Figure 1. Where the registers sit.
Drawn at 4 px/um.
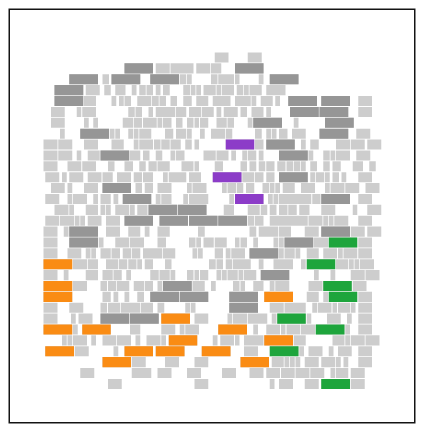
Figure 2. Close-up of the layout.
Region (38, 39) to (63, 64) um. Cells in gray, sequential cells in the stronger gray; small squares are vias.
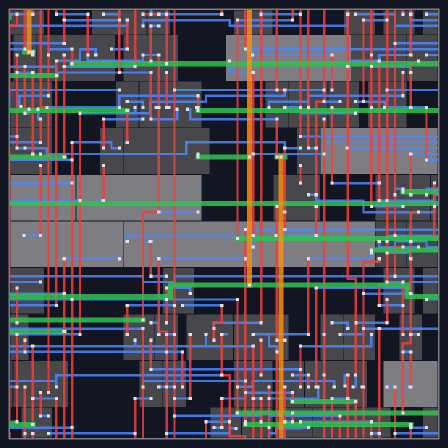
Figure 3. Track usage over the die.
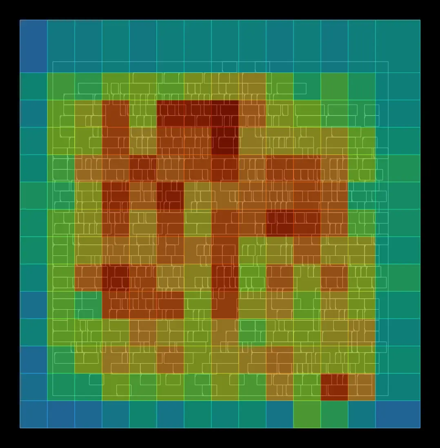
Figure 4. Sizing map.
Drawn at 4 px/um.
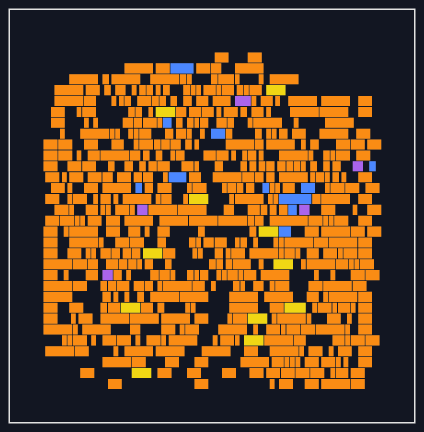
Figure 5. M2 wires.
Drawn at 4 px/um.
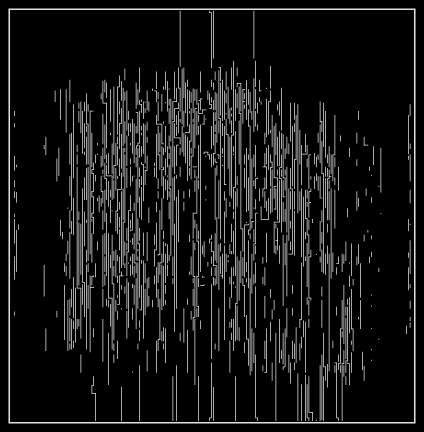
File: config.mk
export PLATFORM = sky130hd
export DESIGN_NAME = tube_para_dma_flat
export DESIGN_NICKNAME = d
export VERILOG_FILES = /design/src/rtl/tube_para_dma_if.sv /design/src/rtl/tube_para_dma.sv /design/src/flat_wrapper.sv
export SDC_FILE = /design/constraint.sdc
export NUM_CORES = 1
export LEC_CHECK = 0
export ABC_CLOCK_PERIOD_IN_PS = 5950
export CAP_MARGIN = 20
export CORE_AREA = 8 8 93 95
export CTS_CLUSTER_SIZE = 12
export DETAILED_ROUTE_END_ITERATION = 6
export DIE_AREA = 0 0 101 103
export GPL_ROUTABILITY_DRIVEN = 0
export PLACE_DENSITY_LB_ADDON = 0.3
export SYNTH_ARGS = -nofsm -noshare
export SYNTH_HDL_FRONTEND = slang
export SYNTH_SLANG_ARGS = --single-unit
export TNS_END_PERCENT = 10
File: constraint.sdc
create_clock -name HO2 -period 5.95 [get_ports HO2]
set_clock_uncertainty 0.1 [all_clocks]
set_input_delay 1.19 -clock HO2 [delete_from_list [all_inputs] [get_ports HO2]]
set_output_delay 1.19 -clock HO2 [all_outputs]
set_load 0.01 [all_outputs]
File: src/rtl/tube_para_dma_if.sv
// Bus bundle between the parasite DMA engine and its environment (config port, ULA register 3, memory).
interface tube_para_dma_if #(
    parameter int ADDR_W = 16
);
    logic              CFG_WE;
    logic [1:0]        CFG_ADDR;
    logic [15:0]       CFG_WDATA;
    logic [15:0]       CFG_RDATA;
    logic              DRQ;
    logic              DACK;
    logic              PNRDS;
    logic              PNWDS;
    logic [7:0]        PDIN;
    logic [7:0]        PDOUT;
    logic [ADDR_W-1:0] MEM_ADDR;
    logic [7:0]        MEM_WDATA;
    logic              MEM_WE;
    logic              MEM_RE;
    logic [7:0]        MEM_RDATA;
    logic              IRQ;

    modport master (
        input  CFG_WE, CFG_ADDR, CFG_WDATA, DRQ, PDOUT, MEM_RDATA,
        output CFG_RDATA, DACK, PNRDS, PNWDS, PDIN, MEM_ADDR, MEM_WDATA, MEM_WE, MEM_RE, IRQ
    );

    modport slave (
        output CFG_WE, CFG_ADDR, CFG_WDATA, DRQ, PDOUT, MEM_RDATA,
        input  CFG_RDATA, DACK, PNRDS, PNWDS, PDIN, MEM_ADDR, MEM_WDATA, MEM_WE, MEM_RE, IRQ
    );
endinterface

File: src/rtl/tube_para_dma.sv
// Parasite-side DMA engine for tube_ula register 3: moves bytes between the ULA FIFO and
// parasite memory under DRQ/DACK, programmed through a 4-register port, IRQ on completion.
module tube_para_dma #(
    parameter int ADDR_W = 16,
    parameter int CNT_W  = 16
) (
    input  logic              HO2,
    input  logic              RST,
    tube_para_dma_if.master   bus
);
    typedef enum logic [2:0] {
        S_IDLE, S_WAIT, S_ULA_RD, S_MEM_WR, S_MEM_RD, S_MEM_CAP, S_ULA_WR
    } state_t;

    state_t            r_state, w_next;
    logic [ADDR_W-1:0] r_addr, r_mem_addr;
    logic [CNT_W-1:0]  r_count, w_count_dec;
    logic              r_en, r_dir, r_ie, r_done, r_irq;
    logic [7:0]        r_data;
    logic              r_dack, r_pnrds, r_pnwds, r_mem_we, r_mem_re;
    logic              w_busy, w_byte_done, w_set_done, w_clr_en;
    logic              w_wr_addr, w_wr_count, w_wr_ctrl, w_wr_status;
    logic [15:0]       w_rdata;
    logic              w_unused_cfg;

    assign w_busy      = (r_state != S_IDLE);
    assign w_byte_done = (r_state == S_MEM_WR) || (r_state == S_ULA_WR);
    assign w_count_dec = (r_count == '0) ? '0 : r_count - CNT_W'(1);

    assign w_wr_addr   = bus.CFG_WE && (bus.CFG_ADDR == 2'd0) && !w_busy;
    assign w_wr_count  = bus.CFG_WE && (bus.CFG_ADDR == 2'd1) && !w_busy;
    assign w_wr_ctrl   = bus.CFG_WE && (bus.CFG_ADDR == 2'd2);
    assign w_wr_status = bus.CFG_WE && (bus.CFG_ADDR == 2'd3);
    assign w_unused_cfg = &{1'b0, bus.CFG_WDATA};

    always_comb begin
        w_next     = r_state;
        w_set_done = 1'b0;
        w_clr_en   = 1'b0;
        case (r_state)
            S_IDLE: begin
                if (r_en) begin
                    if (r_count != '0) begin
                        w_next = S_WAIT;
                    end else begin
                        w_set_done = 1'b1;
                        w_clr_en   = 1'b1;
                    end
                end
            end
            S_WAIT: begin
                if (!r_en)
                    w_next = S_IDLE;
                else if (bus.DRQ)
                    w_next = r_dir ? S_MEM_RD : S_ULA_RD;
            end
            S_ULA_RD:  w_next = S_MEM_WR;
            S_MEM_RD:  w_next = S_MEM_CAP;
            S_MEM_CAP: w_next = S_ULA_WR;
            S_MEM_WR, S_ULA_WR: begin
                if (w_count_dec == '0) begin
                    w_next     = S_IDLE;
                    w_set_done = 1'b1;
                    w_clr_en   = 1'b1;
                end else begin
                    w_next = S_WAIT;
                end
            end
            default: w_next = S_IDLE;
        endcase
    end

    always_ff @(posedge HO2) begin
        if (RST)
            r_state <= S_IDLE;
        else
            r_state <= w_next;
    end

    always_ff @(posedge HO2) begin
        if (RST) begin
            r_addr     <= '0;
            r_count    <= '0;
            r_en       <= 1'b0;
            r_dir      <= 1'b0;
            r_ie       <= 1'b0;
            r_done     <= 1'b0;
            r_irq      <= 1'b0;
            r_data     <= '0;
            r_dack     <= 1'b1;
            r_pnrds    <= 1'b1;
            r_pnwds    <= 1'b1;
            r_mem_we   <= 1'b0;
            r_mem_re   <= 1'b0;
            r_mem_addr <= '0;
        end else begin
            if (w_wr_addr)
                r_addr <= bus.CFG_WDATA[ADDR_W-1:0];
            else if (w_byte_done)
                r_addr <= r_addr + ADDR_W'(1);

            if (w_wr_count)
                r_count <= bus.CFG_WDATA[CNT_W-1:0];
            else if (w_byte_done)
                r_count <= w_count_dec;

            if (w_wr_ctrl) begin
                r_en <= bus.CFG_WDATA[0];
                r_ie <= bus.CFG_WDATA[2];
                if (!w_busy)
                    r_dir <= bus.CFG_WDATA[1];
            end
            if (w_clr_en)
                r_en <= 1'b0;

            // Completion beats a simultaneous write-1-to-clear.
            if (w_set_done)
                r_done <= 1'b1;
            else if (w_wr_status && bus.CFG_WDATA[1])
                r_done <= 1'b0;

            r_irq <= r_done & r_ie;

            if (r_state == S_ULA_RD)
                r_data <= bus.PDOUT;
            else if (r_state == S_MEM_CAP)
                r_data <= bus.MEM_RDATA;

            // Strobes are decoded from the next state so they are registered and aligned with it.
            r_dack   <= !((w_next == S_ULA_RD) || (w_next == S_ULA_WR));
            r_pnrds  <= (w_next != S_ULA_RD);
            r_pnwds  <= (w_next != S_ULA_WR);
            r_mem_we <= (w_next == S_MEM_WR);
            r_mem_re <= (w_next == S_MEM_RD);
            if ((w_next == S_MEM_WR) || (w_next == S_MEM_RD))
                r_mem_addr <= r_addr;
        end
    end

    always_comb begin
        w_rdata = '0;
        case (bus.CFG_ADDR)
            2'd0:    w_rdata[ADDR_W-1:0] = r_addr;
            2'd1:    w_rdata[CNT_W-1:0]  = r_count;
            2'd2:    w_rdata[2:0]        = {r_ie, r_dir, r_en};
            default: w_rdata[1:0]        = {r_done, w_busy};
        endcase
    end

    assign bus.CFG_RDATA = w_rdata;
    assign bus.DACK      = r_dack;
    assign bus.PNRDS     = r_pnrds;
    assign bus.PNWDS     = r_pnwds;
    assign bus.PDIN      = r_data;
    assign bus.MEM_ADDR  = r_mem_addr;
    assign bus.MEM_WDATA = r_data;
    assign bus.MEM_WE    = r_mem_we;
    assign bus.MEM_RE    = r_mem_re;
    assign bus.IRQ       = r_irq;
endmodule

File: src/flat_wrapper.sv
// flat-port wrapper written by rule: the top's interface ports become plain ports
module tube_para_dma_flat 
#(
    parameter int ADDR_W = 16,
    parameter int CNT_W  = 16
)
  (HO2, RST, bus_CFG_WE, bus_CFG_ADDR, bus_CFG_WDATA, bus_DRQ, bus_PDOUT, bus_MEM_RDATA, bus_CFG_RDATA, bus_DACK, bus_PNRDS, bus_PNWDS, bus_PDIN, bus_MEM_ADDR, bus_MEM_WDATA, bus_MEM_WE, bus_MEM_RE, bus_IRQ);
  tube_para_dma_if #(.ADDR_W(ADDR_W)) bus_i ();
  input  logic HO2;
  input  logic RST;
  input wire logic [$bits(bus_i.CFG_WE)-1:0] bus_CFG_WE;
  input wire logic [$bits(bus_i.CFG_ADDR)-1:0] bus_CFG_ADDR;
  input wire logic [$bits(bus_i.CFG_WDATA)-1:0] bus_CFG_WDATA;
  input wire logic [$bits(bus_i.DRQ)-1:0] bus_DRQ;
  input wire logic [$bits(bus_i.PDOUT)-1:0] bus_PDOUT;
  input wire logic [$bits(bus_i.MEM_RDATA)-1:0] bus_MEM_RDATA;
  output wire logic [$bits(bus_i.CFG_RDATA)-1:0] bus_CFG_RDATA;
  output wire logic [$bits(bus_i.DACK)-1:0] bus_DACK;
  output wire logic [$bits(bus_i.PNRDS)-1:0] bus_PNRDS;
  output wire logic [$bits(bus_i.PNWDS)-1:0] bus_PNWDS;
  output wire logic [$bits(bus_i.PDIN)-1:0] bus_PDIN;
  output wire logic [$bits(bus_i.MEM_ADDR)-1:0] bus_MEM_ADDR;
  output wire logic [$bits(bus_i.MEM_WDATA)-1:0] bus_MEM_WDATA;
  output wire logic [$bits(bus_i.MEM_WE)-1:0] bus_MEM_WE;
  output wire logic [$bits(bus_i.MEM_RE)-1:0] bus_MEM_RE;
  output wire logic [$bits(bus_i.IRQ)-1:0] bus_IRQ;
  assign bus_i.CFG_WE = bus_CFG_WE;
  assign bus_i.CFG_ADDR = bus_CFG_ADDR;
  assign bus_i.CFG_WDATA = bus_CFG_WDATA;
  assign bus_i.DRQ = bus_DRQ;
  assign bus_i.PDOUT = bus_PDOUT;
  assign bus_i.MEM_RDATA = bus_MEM_RDATA;
  assign bus_CFG_RDATA = bus_i.CFG_RDATA;
  assign bus_DACK = bus_i.DACK;
  assign bus_PNRDS = bus_i.PNRDS;
  assign bus_PNWDS = bus_i.PNWDS;
  assign bus_PDIN = bus_i.PDIN;
  assign bus_MEM_ADDR = bus_i.MEM_ADDR;
  assign bus_MEM_WDATA = bus_i.MEM_WDATA;
  assign bus_MEM_WE = bus_i.MEM_WE;
  assign bus_MEM_RE = bus_i.MEM_RE;
  assign bus_IRQ = bus_i.IRQ;
  tube_para_dma #(.ADDR_W(ADDR_W), .CNT_W(CNT_W)) u_core (.HO2(HO2), .RST(RST), .bus(bus_i));
endmodule
==> impl_results.rst <==
Flow metrics
------------

.. list-table::
   :header-rows: 1

   * - Metric
     - Value
   * - Die area
     - approximately 0.010 sq mm
   * - Relative slew margins
     - 0.281
   * - Top-count cell post-synth
     - sky130_fd_sc_hd__nor2_1
   * - Most area-hungry cell type in the Yosys netlist
     - sky130_fd_sc_hd__dfxtp_1
   * - Routed length on met1
     - about 4700 um
   * - Root buf cell
     - sky130_fd_sc_hd__clkbuf_8
   * - Highest-count cells in the layout ignoring fill and taps
     - 90 x sky130_fd_sc_hd__clkdlybuf4s50_1, 89 x sky130_fd_sc_hd__nor2_1, 69 x sky130_fd_sc_hd__dfxtp_1, 47 x sky130_fd_sc_hd__nand2_1, 32 x sky130_fd_sc_hd__mux2i_1
   * - Fraction of final layout cells sized beyond drive strength 1
     - 0.0510
   * - Final Hold Violation Tally
     - 0
   * - Most used flip-flop cell after synthesis
     - sky130_fd_sc_hd__dfxtp_1
   * - Post-synthesis instance area
     - between 0.003 and 0.004 sq mm
   * - Number of unique standard cell types used by synthesis
     - 51
   * - TritonCTS clock tree
     - built
   * - List of cells traversed by the critical path
     - clkdlybuf4s50_1, inv_1, mux4_1, clkdlybuf4s50_1
   * - Die boundary height
     - slightly above 100 um
   * - Count of endpoints failing setup in the final report
     - 0
   * - Number of DRC violations after detailed routing
     - 0
   * - Placed wire-length estimate
     - a little over 8000 um
   * - Start of the worst register-to-register path
     - u_core.r_count[0]
   * - Area growth, synth to finish
     - 28.2%
   * - CTS clk-pin slew, worst paths
     - ~80 ps
   * - Filler instances
     - between 600 and 700
   * - Kind of path behind the tightest hold check
     - flip-flop to flip-flop
   * - Num Clock Sinks
     - roughly 69
   * - Total power divided by cell area
     - 204 mW/mm^2
   * - Initial antenna violation count
     - 0
   * - Crit path capture type
     - output pin
   * - Depth of the worst register-to-register path
     - 8
   * - Total cell area reported by yosys after synthesis
     - roughly 0.0037 sq mm
   * - FP Util
     - 0.519
   * - Net count, final
     - 565
   * - Crit path launch type
     - input pin
   * - Clock buffer count from CTS
     - 9
   * - Met3 routed wirelength
     - between 1000 and 1500 um
   * - Number of instances on the worst hold path
     - 2
   * - Signal arrival time at the worst endpoint
     - between 3000 and 4000 ps
   * - Uppermost layer routed
     - met4
   * - Result of the run
     - complete, no violations
   * - Launch instance of the worst min-delay path
     - u_core.r_ie
   * - Static Leak
     - 1.70 nW
   * - Most common logic cell in the routed design
     - sky130_fd_sc_hd__clkdlybuf4s50_1
   * - Post-synth area hogs
     - sky130_fd_sc_hd__dfxtp_1 37%, sky130_fd_sc_hd__nor2_1 9.0%, sky130_fd_sc_hd__mux2i_1 8.6%
   * - Stage delay of the slowest cell on the critical path
     - 1180 ps
   * - Tool warnings
     - 26
   * - Largest net degree at the start of global routing
     - 68
   * - Worst-path maximum fanout
     - 20
   * - Global-route wire length before repair
     - between 15000 and 20000 um
   * - Ant. Diodes
     - 0
-- Figure 1 (at the start) --
- orange: u_core.bus.MEM_ADDR (sequential cells 16)
- purple: u_core.r_state (sequential cells 3)
- green: u_core.bus.MEM_WDATA (sequential cells 8; where bottom right)
- not colored: 42

-- Figure 2 (at the start) --
- orange: M4
- green: M3
- red: M2
- blue: M1
- most frequent: nor2_1 (8), dfxtp_1 (7)
- cells with their middle in the window: 55
- netlist names of flops here include: u_core.r_addr (3), u_core.r_count (2), u_core.r_state (2)
- sequential cells in the window: 7

-- Figure 3 (at the start) --
met2 Track Usage GR: 0.346
post-layout utilization of the core: 0.665
highest-utilization routing layer at the global route stage: met2
met3 usage: 0.0581
Routed wire per std cell: 18.0 um

-- Figure 4 (at the start) --
- orange: x1 and smaller (cells 502; share 95%; most used clkdlybuf4s50_1)
- purple: x3 and x4 (cells 5; share 0.95%)
- yellow: x6 and larger (cells 11; share 2.1%; most used clkbuf_8)
- blue: x2 (cells 11; share 2.1%)

-- Figure 5 (at the start) --
- longest straight run: 36.7 um
- share of all routed wire: 45%
- nets with wire on the layer: 472
- wire length on this layer: 5070 um

==> cell families (layout without fill, tap and decap cells) <==
| kind of cell | after synthesis | in the layout | synth area share |
|---|---|---|---|
| flops | 69 | 69 | 0.373 |
| buf+inv | 46 | 114 | 0.0554 |
| simple gates | 207 | 207 | 0.261 |
| mux | 34 | 34 | 0.0996 |
| fa+ha+maj | 2 | 2 | 0.00675 |
| compound gates | 88 | 88 | 0.169 |
| xor+xnor | 15 | 15 | 0.0354 |
==> stage by stage <==
stage | worst slack, ps | utilization | hold slack (ps) | area (sq um)
finish | 1260 | 0.665 | 361 | 4750
detailed placement | 1290 | 0.640 | 358 | 4570
CTS | 1280 | 0.663 | 369 | 4730
floorplan | 2330 | - | 323 | 3710
global placement | 1380 | 0.640 | 356 | 4570
global route | 1080 | 0.665 | 379 | 4750
==> flip-flops by register name (all words and copies together) (netlist names) <==
| register | flops |
|---|---|
| u_core.bus.MEM_RE | 1 |
| u_core.bus.IRQ | 1 |
| u_core.r_count | 16 |
| u_core.bus.PNRDS | 1 |
| u_core.bus.DACK | 1 |
| u_core.r_addr | 16 |
| u_core.r_en | 1 |
| u_core.bus.PNWDS | 1 |
| u_core.r_state | 3 |
| u_core.r_dir | 1 |
| u_core.r_ie | 1 |
| u_core.bus.MEM_WDATA | 8 |
| u_core.bus.MEM_ADDR | 16 |
| u_core.r_done | 1 |
| u_core.bus.MEM_WE | 1 |
==> worst max path at each step <==
| stage | from | cells past startpoint | end | slack (ps) |
|---|---|---|---|---|
| 3_3_place_gp | bus_CFG_ADDR[0] | 5 | bus_CFG_RDATA[2] | 1380 |
| 4_1_cts | bus_CFG_ADDR[0] | 4 | bus_CFG_RDATA[0] | 1280 |
| 5_1_grt | bus_CFG_ADDR[0] | 5 | bus_CFG_RDATA[2] | 1080 |
| 6_report | bus_CFG_ADDR[0] | 4 | bus_CFG_RDATA[0] | 1260 |
| 2_1_floorplan | bus_CFG_ADDR[0] | 4 | bus_CFG_RDATA[10] | 2330 |
| 3_5_place_dp | bus_CFG_ADDR[0] | 4 | bus_CFG_RDATA[0] | 1290 |
==> where the power goes <==
group / internal [W] / leakage [nW] / switching [W]
combinational: 0.0000671 / 1.06 / 0.0000751
sequential: 0.000471 / 0.559 / 0.0000195
clock: 0.000159 / 0.0812 / 0.000175
total: 0.000697 / 1.70 / 0.000269
==> per-layer routing <==
| metal | vias to the layer above | track usage |
|---|---|---|
| li1 | 1787 | - |
| met1 | 1748 | 0.285 |
| met2 | 236 | 0.346 |
| met3 | 26 | 0.0581 |
| met4 | 0 | 0.0836 |
| met5 | - | 0 |
==> worst max-delay path: cells and delay by family <==
family / cells / cell delay (ps)
buffers and inverters: 3 / 1920
multiplexers: 1 / 280
==> cell type report <==
| class | instances | area, sq um | share of cell area |
|---|---|---|---|
| Clock buffer | 11 | 141 | 0.0298 |
| Clock inverter | 4 | 25.0 | 0.00527 |
| Inverter | 5 | 18.8 | 0.00395 |
| Multi-Input combinational cell | 346 | 2120 | 0.447 |
| Sequential cell | 69 | 1380 | 0.291 |
| Tap cell | 99 | 124 | 0.0261 |
| Timing Repair Buffer | 94 | 936 | 0.197 |
Power figures rest on the tool's default switching activity, not on a simulated workload.
